--- config.mk ---
export PLATFORM = sky130hd
export DESIGN_NAME = toggle_bank_ctrl
export DESIGN_NICKNAME = d
export VERILOG_FILES = /design/src/rtl/toggle_bank_ctrl.sv
export SDC_FILE = /design/constraint.sdc
export NUM_CORES = 1
export LEC_CHECK = 0
export CORE_ASPECT_RATIO = 1.75
export CORE_MARGIN = 5
export CORE_UTILIZATION = 40
export CTS_CLUSTER_SIZE = 30
export DETAILED_ROUTE_END_ITERATION = 12
export GPL_ROUTABILITY_DRIVEN = 0
export PLACE_DENSITY = 0.7
export RECOVER_POWER = 100
export SYNTH_ARGS = -nofsm -noshare
export SYNTH_HDL_FRONTEND = slang
export SYNTH_SLANG_ARGS = --single-unit
--- constraint.sdc ---
create_clock -name clk -period 1.9 [get_ports clk]
set_input_delay 0.19 -clock clk [delete_from_list [all_inputs] [get_ports clk]]
set_output_delay 0.19 -clock clk [all_outputs]
set_load 0.02 [all_outputs]
--- src/rtl/toggle_bank_ctrl.sv ---
// Toggle-bank sequencer: prescaled single-cycle toggle pulses in walk-up, walk-down, all or round-robin patterns.
// Optional one-shot sweep is built only when TOGGLE_BANK_ONESHOT_EN is defined.
module toggle_bank_ctrl #(
    parameter int N   = 4,
    parameter int DIV = 4,
    localparam int IW = (N > 2) ? $clog2(N) : 1,
    localparam int CW = $clog2(DIV)
) (
    input  logic          clk,
    input  logic          rst,
    input  logic          start,
    input  logic          stop,
    input  logic          clr,
    input  logic [1:0]    mode,
    input  logic [N-1:0]  req,
    output logic [N-1:0]  toggle_o,
    output logic [IW-1:0] idx_o,
    output logic [1:0]    state_o,
    output logic          busy
);

    typedef enum logic [1:0] {
        S_IDLE  = 2'd0,
        S_RUN   = 2'd1,
        S_PAUSE = 2'd2
    } state_t;

    state_t        r_state;
    logic          r_start_d;
    logic          r_stop_d;
    logic [1:0]    r_mode;
    logic [IW-1:0] r_idx;
    logic [CW-1:0] r_cnt;
    logic [IW-1:0] r_ptr;
    logic [N-1:0]  r_toggle;

    state_t        w_state_n;
    logic [1:0]    w_mode_n;
    logic [IW-1:0] w_idx_n;
    logic [CW-1:0] w_cnt_n;
    logic [IW-1:0] w_ptr_n;
    logic [N-1:0]  w_toggle_n;
    logic          w_start_e;
    logic          w_stop_e;
    logic          w_tick;
    logic [IW:0]   w_rr;
    logic          w_gnt_vld;
    logic [IW-1:0] w_gnt;

    // First set request at or above the pointer, wrapping; MSB flags a valid grant.
    function automatic logic [IW:0] rr_pick(input logic [N-1:0] r, input logic [IW-1:0] p);
        logic [IW:0] res;
        int c;
        res = '0;
        for (int k = 0; k < N; k++) begin
            c = int'(p) + k;
            if (c >= N) c = c - N;
            if (!res[IW] && r[c]) res = {1'b1, IW'(c)};
        end
        return res;
    endfunction

    assign w_start_e = start & ~r_start_d;
    assign w_stop_e  = stop & ~r_stop_d;
    assign w_tick    = (r_state == S_RUN) && (r_cnt == CW'(DIV - 1));
    assign w_rr      = rr_pick(req, r_ptr);
    assign w_gnt_vld = w_rr[IW];
    assign w_gnt     = w_rr[IW-1:0];

    always_comb begin
        w_state_n  = r_state;
        w_mode_n   = r_mode;
        w_idx_n    = r_idx;
        w_cnt_n    = r_cnt;
        w_ptr_n    = r_ptr;
        w_toggle_n = '0;
        if (clr) begin
            w_state_n = S_IDLE;
            w_idx_n   = '0;
            w_cnt_n   = '0;
            w_ptr_n   = '0;
        end else begin
            case (r_state)
                S_IDLE: begin
                    if (w_start_e && !w_stop_e) begin
                        w_state_n = S_RUN;
                        w_mode_n  = mode;
                        w_idx_n   = (mode == 2'd1) ? IW'(N - 1) : '0;
                        w_cnt_n   = '0;
                    end
                end
                S_RUN: begin
                    // The prescaler keeps counting in the stop cycle; its tick is dropped if leaving RUN.
                    w_cnt_n = w_tick ? '0 : r_cnt + CW'(1);
                    if (w_stop_e) begin
                        w_state_n = S_PAUSE;
                    end else if (w_tick) begin
                        case (r_mode)
                            2'd0: begin
                                w_toggle_n = {{(N-1){1'b0}}, 1'b1} << r_idx;
                                w_idx_n    = (r_idx == IW'(N - 1)) ? '0 : r_idx + IW'(1);
`ifdef TOGGLE_BANK_ONESHOT_EN
                                if (r_idx == IW'(N - 1)) begin
                                    w_state_n = S_IDLE;
                                    w_cnt_n   = '0;
                                end
`endif
                            end
                            2'd1: begin
                                w_toggle_n = {{(N-1){1'b0}}, 1'b1} << r_idx;
                                w_idx_n    = (r_idx == '0) ? IW'(N - 1) : r_idx - IW'(1);
`ifdef TOGGLE_BANK_ONESHOT_EN
                                if (r_idx == '0) begin
                                    w_state_n = S_IDLE;
                                    w_idx_n   = '0;
                                    w_cnt_n   = '0;
                                end
`endif
                            end
                            2'd2: begin
                                w_toggle_n = '1;
`ifdef TOGGLE_BANK_ONESHOT_EN
                                w_state_n  = S_IDLE;
                                w_idx_n    = '0;
                                w_cnt_n    = '0;
`endif
                            end
                            default: begin
                                if (w_gnt_vld) begin
                                    w_toggle_n = {{(N-1){1'b0}}, 1'b1} << w_gnt;
                                    w_idx_n    = w_gnt;
                                    w_ptr_n    = (w_gnt == IW'(N - 1)) ? '0 : w_gnt + IW'(1);
                                end
                            end
                        endcase
                    end
                end
                S_PAUSE: begin
                    if (w_start_e && !w_stop_e) w_state_n = S_RUN;
                end
                default: begin
                    w_state_n = S_IDLE;
                    w_idx_n   = '0;
                    w_cnt_n   = '0;
                end
            endcase
        end
    end

    always_ff @(posedge clk or posedge rst) begin
        if (rst) begin
            r_state   <= S_IDLE;
            r_start_d <= 1'b0;
            r_stop_d  <= 1'b0;
            r_mode    <= 2'd0;
            r_idx     <= '0;
            r_cnt     <= '0;
            r_ptr     <= '0;
            r_toggle  <= '0;
        end else begin
            r_state   <= w_state_n;
            r_start_d <= start;
            r_stop_d  <= stop;
            r_mode    <= w_mode_n;
            r_idx     <= w_idx_n;
            r_cnt     <= w_cnt_n;
            r_ptr     <= w_ptr_n;
            r_toggle  <= w_toggle_n;
        end
    end

    assign toggle_o = r_toggle;
    assign idx_o    = r_idx;
    assign state_o  = r_state;
    assign busy     = (r_state == S_RUN);

endmodule

Figure 1. Gate-type map (run 1).
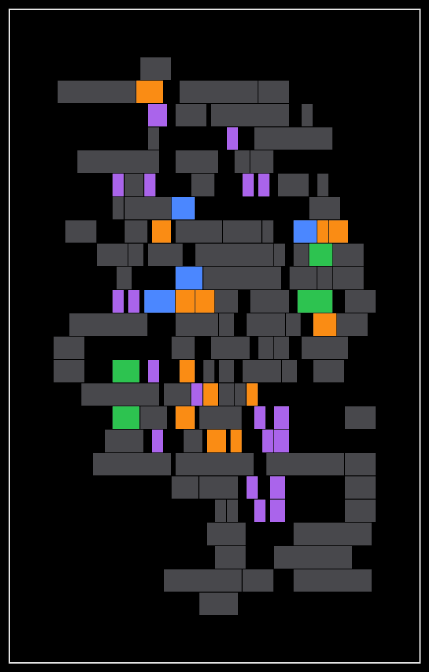
Key: green = non-inverting ao/oa cells [cells 4]; blue = and/or cells [cells 4]; purple = nor cells [cells 19]; orange = nand cells [cells 13, where centre]

Figure 2. Routing congestion (run 1).
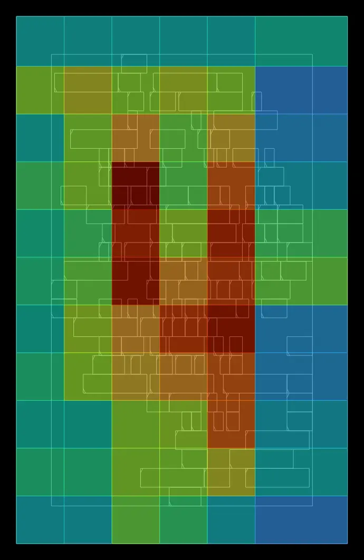
highest-utilization routing layer at the global route stage: met2
met1 track utilization from global routing: 0.158
met3 routing resource usage after global routing: 0.0236

Figure 3. Where the registers sit (run 1).
Scale bar: 10 um. Other sequential cells in the stronger grey, the rest of the logic in the fainter grey.
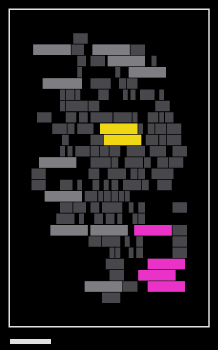
Key: magenta = toggle_o [sequential cells 4, where south-east]; yellow = r_mode [sequential cells 2]
Another 10 sequential cells are not coloured.
core occupancy in the finished layout: 0.508
power in sequential cells: 0.396 mW
register fraction of the total cell area: 0.321
FF/Latch Area: 402 um2

==> notes.org, run 1 <==
* Implementation run

** Power
- The share of total power dissipated in combinational logic is 0.231.
- Ratio of total power to cell area :: 675 nW/um2
- Reg power frac :: 0.469
- The worst-case IR drop observed on VDD is 0.352 mV.
- Overall power consumption after layout is estimated at 0.845 mW.
- Cell internal power was estimated by the tool at 0.594 mW.
- The power report attributes to the clock group a share of 0.299.
- The script computed the net switching share of total power as 0.297.
- Power drawn by the clock network :: 0.253 mW
- Largest power group :: sequential cells

** Synth
- Seq share, synth :: 0.400
- Measured against the total synthesized area, the mux share comes to 0.0400.
- Post-synthesis, Yosys gives the total cell area as 1000 um2.
- In this run, distinct cell masters in the synthesized netlist total 38.
- Yosys printed 0 warnings.
- Post-synthesis instance total :: 103
- Summing every instance area after synthesis gives 1000 um2.
- By instance count, the leading cell after synthesis is sky130_fd_sc_hd__dfrtp_1.
- Most frequent cells after synthesis :: 16 x sky130_fd_sc_hd__dfrtp_1, 14 x sky130_fd_sc_hd__nor2_1, 12 x sky130_fd_sc_hd__a21oi_1
- The number of nets in the synthesized netlist is 123.
- Number of flops mapped to enable cells by yosys :: 0
- For this design, Yosys synthesis ends with a cell count of 103.
- The cell-mix breakdown from Yosys lists the XOR/XNOR area share as 0.00874.
- Avg Inst Size Synth :: 9.73 um2
- Of all cell types, the one taking the most synthesized area is sky130_fd_sc_hd__dfrtp_1.
- Per the synthesis report, the adder-cell share of the synthesized area is 0.112.

** Detailed routing
- Average via count per standard cell :: 5.54
- Drt drc :: 0
- Via total after detailed routing :: 836
- For this block, the initial DRC count from the detailed router was 29.
- The detail route stage leaves a number of antenna-violating nets equal to 0.
- WL final :: 2240 um
- Dividing the detail-routed wire length by the instance count gives 14.8 um.
- TritonRoute pass-1 iters :: 4

** CTS
- Deepest clock path buffer count :: 2
- At the later pin of the worst-skew pair, clock insertion delay measures 0.25 ns.
- Number of buffers added by the clock tree synthesis step :: 3
- Hold bufs inserted after CTS :: 0
- Number of H-tree branching levels :: 1
- The clock tree has to reach 16 sinks.
- Clock-pin slew was measured on the worst setup and hold paths at 0.06 ns.

** Worst setup path
- Worst-path fanout max :: 7
- In this design, the stage delay of the slowest critical-path cell is 0.60 ns.
- The startpoint identified for the worst register-to-register timing path is r_ptr[1].
- STA classifies the critical path endpoint as an output pin.
- Critical path arrival :: 1.63 ns
- Grouping stages by cell kind, the critical path spends the most delay in buffers and inverters.
- Worst reg-to-reg path cell count :: 7
- The report lists the cells along the critical path as nand2b_1 > inv_1 > clkdlybuf4s50_1.
- The number of buffers and inverters on the critical path is 2.
- The largest individual stage delay along the critical path comes from the cell sky130_fd_sc_hd__clkdlybuf4s50_1.
- For reference, the most critical setup path is categorized as reg -> out.

** Cells and area
- The register with the most flip-flops in the layout has 4 of them.
- Per the final report, the share of cell area in clock cells is 0.0330.
- Fraction of layout cells with a size suffix above 1 :: 0.0960
- Area growth syn-to-layout :: 24.8%
- Count of sequential standard cells :: 16
- Multi-input gate area :: 533 um2
- Of the total standard cell area in the layout, the multi-input combinational portion is 0.426.
- The layout has 3 clock buffers.
- The filler cells instantiated in the layout total 248.
- Multi-input combinational gate total :: 75
- Per the final report, the share of cell area in non-clock buffers is 0.167.
- The final layout report lists a non-clock buffer count of 22.
- Non-clock inverters in the final layout number 9.

** Min path
- In this run the worst hold path is classified as in -> async.

** Floorplan
- X dimension of the die :: 47.8 um
- The overall die size recorded for this design is 3650 um2.
- Die Span Y :: 76.2 um
- The region available for standard cell placement spans 2460 um2.
- Floorplan core density :: 0.407
- Standard-cell row count :: 24

** Timing
- Hold Slack :: 0.458 ns
- Setup repair after global routing left no endpoint under its margin.
- Post-route worst setup slack :: 0.0825 ns
- In the final run the clock tree shows a worst skew of 0.00307 ns.
- Achievable Freq :: 0.550 GHz
- The clock period could shrink to 1.82 ns.
- Total of endpoints with negative setup slack in the final report :: 0
- Worst slew margin :: 0.590
- The transition time recorded at the tightest slew-check pin is 0.614 ns.
- Counting pins that exceed their max-slew limit in the final report gives 0.

** GRT
- The initial antenna violation count is 0.
- Routing usage on met2 :: 0.237
- The via count of the first global-routing pass came to 853.
- First-pass GRT wire length :: 3840 um
- The global routing report lists combined usage of all routing layers as 0.145.
- Entering global routing, the biggest net connects 17 pins.

** Job
- Across the run, the number of max-cap violations was 0.

** Outcome
- The run finished with clean final reports.

** Place
- Per the post-place timing report, worst setup slack is 0.0329 ns.
- Inst Count DP :: 148
- Count of buffers from port buffering :: 19
- For this run the detailed placement stage logged an HPWL of 1760 um.
-- run 1: cells in the final DEF (no fill, tap or decap), types with 2 or more instances in the layout --
master	synthesis	layout
sky130_fd_sc_hd__clkbuf_8	0	3
sky130_fd_sc_hd__or4_1	1	2
sky130_fd_sc_hd__dlygate4sd3_1	0	12
sky130_fd_sc_hd__nor3_1	4	4
sky130_fd_sc_hd__dfrtp_1	16	15
sky130_fd_sc_hd__ha_1	9	9
sky130_fd_sc_hd__nand2_1	3	3
sky130_fd_sc_hd__a22o_1	2	2
sky130_fd_sc_hd__nor2_1	14	14
sky130_fd_sc_hd__buf_4	0	2
sky130_fd_sc_hd__nand2b_1	4	4
sky130_fd_sc_hd__clkdlybuf4s50_1	0	7
sky130_fd_sc_hd__a21oi_1	12	12
sky130_fd_sc_hd__inv_1	8	9
sky130_fd_sc_hd__nand3_1	2	2
-- run 1: routing by layer --
metal	up-vias	wire length [um]
li1	407	-
met1	399	865
met2	21	1220
met3	9	67
met4	0	80
met5	-	0
-- run 1: what timing repair did --
action	in CTS	in global routing
endpoints found under the setup margin	0	1
resized	0	1
buffers inserted	0	0
-- run 1: cell families (layout without fill, tap and decap cells) --
logic type                 count (synthesis)  in the layout
DFF                                       16             16
xor gates and xnor gates                   1              1
buffers and inverters                     12             34
adders and majority gates                  9              9
muxes                                      3              3
and+or+nand+nor                           36             36
AOI/OAI and AO/OA                         26             26
-- run 1: worst max-delay path by stage --
stage	startpoint	to	slack, ns
floorplan	state_o[0]	r_mode[0]	0.41
global placement	req[0]	idx_o[0]	0.11
detailed placement	req[2]	toggle_o[3]	0.03
CTS	state_o[1]	busy	0.09
global route	state_o[1]	busy	0.02
finish	state_o[1]	busy	0.08
--- run 2 (diff from run 1) ---
--- a/config.mk
+++ b/config.mk
@@ -8,11 +8,12 @@
 export CORE_ASPECT_RATIO = 1.75
 export CORE_MARGIN = 5
 export CORE_UTILIZATION = 40
-export CTS_CLUSTER_SIZE = 30
+export CTS_CLUSTER_SIZE = 28
 export DETAILED_ROUTE_END_ITERATION = 12
 export GPL_ROUTABILITY_DRIVEN = 0
 export PLACE_DENSITY = 0.7
 export RECOVER_POWER = 100
+export SLEW_MARGIN = 40
 export SYNTH_ARGS = -nofsm -noshare
 export SYNTH_HDL_FRONTEND = slang
 export SYNTH_SLANG_ARGS = --single-unit
Figure 4. Routed clock nets over the placement (run 2).
Scale bar: 10 um.
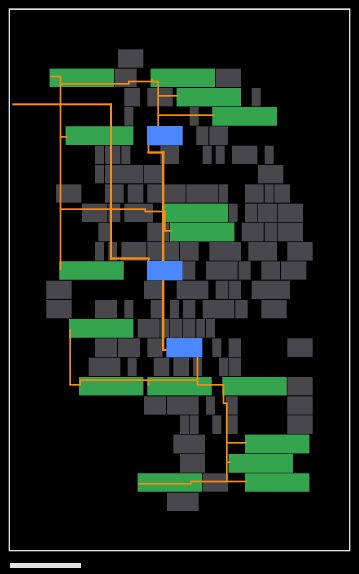
Key: green = flip-flops [count 16]; orange = clock wires [length 234 um]; blue = clock-net drivers [count 3]
There are 4 routed clock nets.
final clock skew: 0.00307 ns
power drawn by the clock network: 0.253 mW
share of power burned in the clock network: 0.299

==> run 2 against run 1 <==
Effect of this change: largest cell class unchanged; final cell count is the same; first-iteration DRC count is the same; die size is the same; cell area is the same; critical path depth is the same; synthesized area is the same; maximum frequency is the same; count of clock-buffer cells in the layout is the same; register-to-register slack is essentially flat; clock power is essentially flat; largest power group unchanged; global-route usage is the same; worst hold slack is the same.
==> notes.org, run 2 <==
* Implementation run

** Synth
- The share of the Yosys chip area taken by registers is 0.400.
- Number of library cell types mapped by synthesis :: 38
- The most frequently used library cell after synthesis is sky130_fd_sc_hd__dfrtp_1.
- Cell taking the most area after synthesis :: sky130_fd_sc_hd__dfrtp_1
- Net Count, Synth :: 123
- Avg Inst Size Synth :: 9.73 um2
- In this run the cell area of the synthesized design comes to 1000 um2.
- Post-synth top flop :: sky130_fd_sc_hd__dfrtp_1
- The number of cells reported by Yosys stat comes to 103.
- Most frequent cells after synthesis :: 16 x sky130_fd_sc_hd__dfrtp_1, 14 x sky130_fd_sc_hd__nor2_1, 12 x sky130_fd_sc_hd__a21oi_1
- Number of flops mapped to enable cells by yosys :: 0

** Outcome
- Run status :: complete, no violations

** CTS
- Late-Pin Clk Latency :: 0.25 ns
- Looking at the post-CTS report, the setup buffer insertion count equals 0.
- Once the clock tree was built, the resizer swapped 0 gates to a different size.
- In this run the number of H-tree levels came out at 1.
- No sink is reached through more buffers than the 2 on the longest clock path.
- TritonCTS sink count :: 16
- CTS root buf :: sky130_fd_sc_hd__clkbuf_8
- Hold repair after CTS inserted 0 buffers.
- The registers of the reported paths see a clock transition of 0.06 ns.
- Number of buffers added by the clock tree synthesis step :: 3

** Worst setup path
- Along the worst path, the maximum fanout reaches 7.
- Cells along the critical path :: nand2b_1 > inv_1 > clkdlybuf4s50_1
- Worst setup path startpoint :: state_o[1]
- Startpoint of the lowest-slack register-to-register path :: r_ptr[1]
- Worst setup path end :: busy
- The largest single stage delay on the critical path is 0.60 ns.
- CP max stage cell :: sky130_fd_sc_hd__clkdlybuf4s50_1
- Worst reg-to-reg path cell count :: 7

** Timing
- Setup repair after global routing left no endpoint under its margin.
- Post-route worst setup slack :: 0.0825 ns
- Number of slew-limit violations in the final report :: 0
- Per the finish-stage timing summary, setup violations number 0.
- Achievable Freq :: 0.550 GHz
- Worst slew margin :: 0.590
- Subtracting the final worst setup slack from the clock period gives 1.82 ns.

** Power
- Of all power groups, the one with the highest power is sequential cells.
- Internal :: 0.594 mW
- Net switching share of the total power :: 0.297
- Overall power of the completed layout :: 0.845 mW
- The worst-case IR drop observed on VDD is 0.352 mV.
- The share of total power dissipated in sequential elements is 0.469.

** GRT
- Entering global routing, the biggest net connects 17 pins.
- Aggregate global-route resource usage :: 0.145
- The via count of the first global-routing pass was 853.
- Initial antenna violation count :: 0

** Min path
- Hold WC Path Type :: in -> async

** Floorplan
- For reference, the placement row count at floorplan is 24.
- Measured along the x axis, the die boundary spans 47.8 um.
- The vertical die dimension reported for this design is 76.2 um.
- Core area :: 2460 um2
- Area of the chip :: 3650 um2

** Detailed routing
- In the log, the iteration count for the first detailed-route pass is 4.
- The script logs the ratio of routed vias to standard cells as 5.54.
- The script logs the mean routed wire length per placed instance as 14.8 um.
- Summed over all layers, the routed wires come to 2240 um.
- Count of routing violations after the opening detailed-route iteration :: 29
- The detail route stage leaves a number of antenna-violating nets equal to 0.
- The routed layout reports a DRC error count of 0.

** Cells and area
- Ranking logic cells in the layout by count gives the top entries 15 x sky130_fd_sc_hd__dfrtp_1, 14 x sky130_fd_sc_hd__nor2_1, 12 x sky130_fd_sc_hd__a21oi_1, 12 x sky130_fd_sc_hd__dlygate4sd3_1.
- By instance count after routing, the leading logic cell type is sky130_fd_sc_hd__dfrtp_1.
- The register with the most flip-flops in the layout has 4 of them.

** Place
- Logged for this run, the post-placement worst setup slack is 0.0329 ns.
- Input and output buffers added on the ports amount to 19.
- Detailed placement ended at an HPWL of 1760 um.

** Job
- Max-cap violations :: 0
Figure 5. Where the registers sit (run 2).
Scale bar: 10 um. Other sequential cells in the stronger grey, the rest of the logic in the fainter grey.
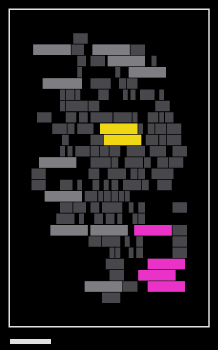
Key: yellow = r_mode [sequential cells 2]; magenta = toggle_o [sequential cells 4, where south-east]

## run 2: critical path, delay by kind of cell (launching register included)
family                 cells  cell delay [ns]
DFF                        1             0.43
buffers and inverters      2             0.71
and+or+nand+nor            1             0.24
## run 2: metrics by stage
| step | cells | utilization | instance area, um2 | hold slack [ns] |
|---|---|---|---|---|
| 2_1_floorplan | 103 | - | 1000 | 0.104 |
| 3_3_place_gp | 148 | 0.498 | 1230 | 0.487 |
| 3_5_place_dp | 148 | 0.498 | 1230 | 0.496 |
| 4_1_cts | 151 | 0.515 | 1270 | 0.350 |
| 5_1_grt | 151 | 0.508 | 1250 | 0.518 |
| 6_report | 151 | 0.508 | 1250 | 0.458 |
## run 2: kinds of logic (layout without fill, tap and decap cells)
| kind of cell | count (synthesis) | in the layout | synth area share |
|---|---|---|---|
| xor gates and xnor gates | 1 | 1 | 0.00874 |
| AOI/OAI and AO/OA | 26 | 26 | 0.192 |
| buffers and inverters | 12 | 34 | 0.0537 |
| adders and majority gates | 9 | 9 | 0.112 |
| muxes | 3 | 3 | 0.0400 |
| DFF | 16 | 16 | 0.399 |
| and+or+nand+nor | 36 | 36 | 0.194 |
## run 2: metal layers
| metal | vias up | global-route usage | wire length [um] |
|---|---|---|---|
| met5 | - | 0 | 0 |
| met4 | 0 | 0.0916 | 80 |
| met3 | 9 | 0.0236 | 67 |
| met2 | 21 | 0.237 | 1220 |
| met1 | 399 | 0.158 | 865 |
| li1 | 407 | - | - |
## run 2: final cells by class
cell class | instances | area [um2]
Sequential cell | 16 | 402
Clock buffer | 3 | 41.3
Multi-Input combinational cell | 75 | 533
Inverter | 9 | 33.8
Tap cell | 26 | 32.5
Timing Repair Buffer | 22 | 209
Fill cell | 248 | 1210
Power figures rest on the tool's default switching activity, not on a simulated workload.
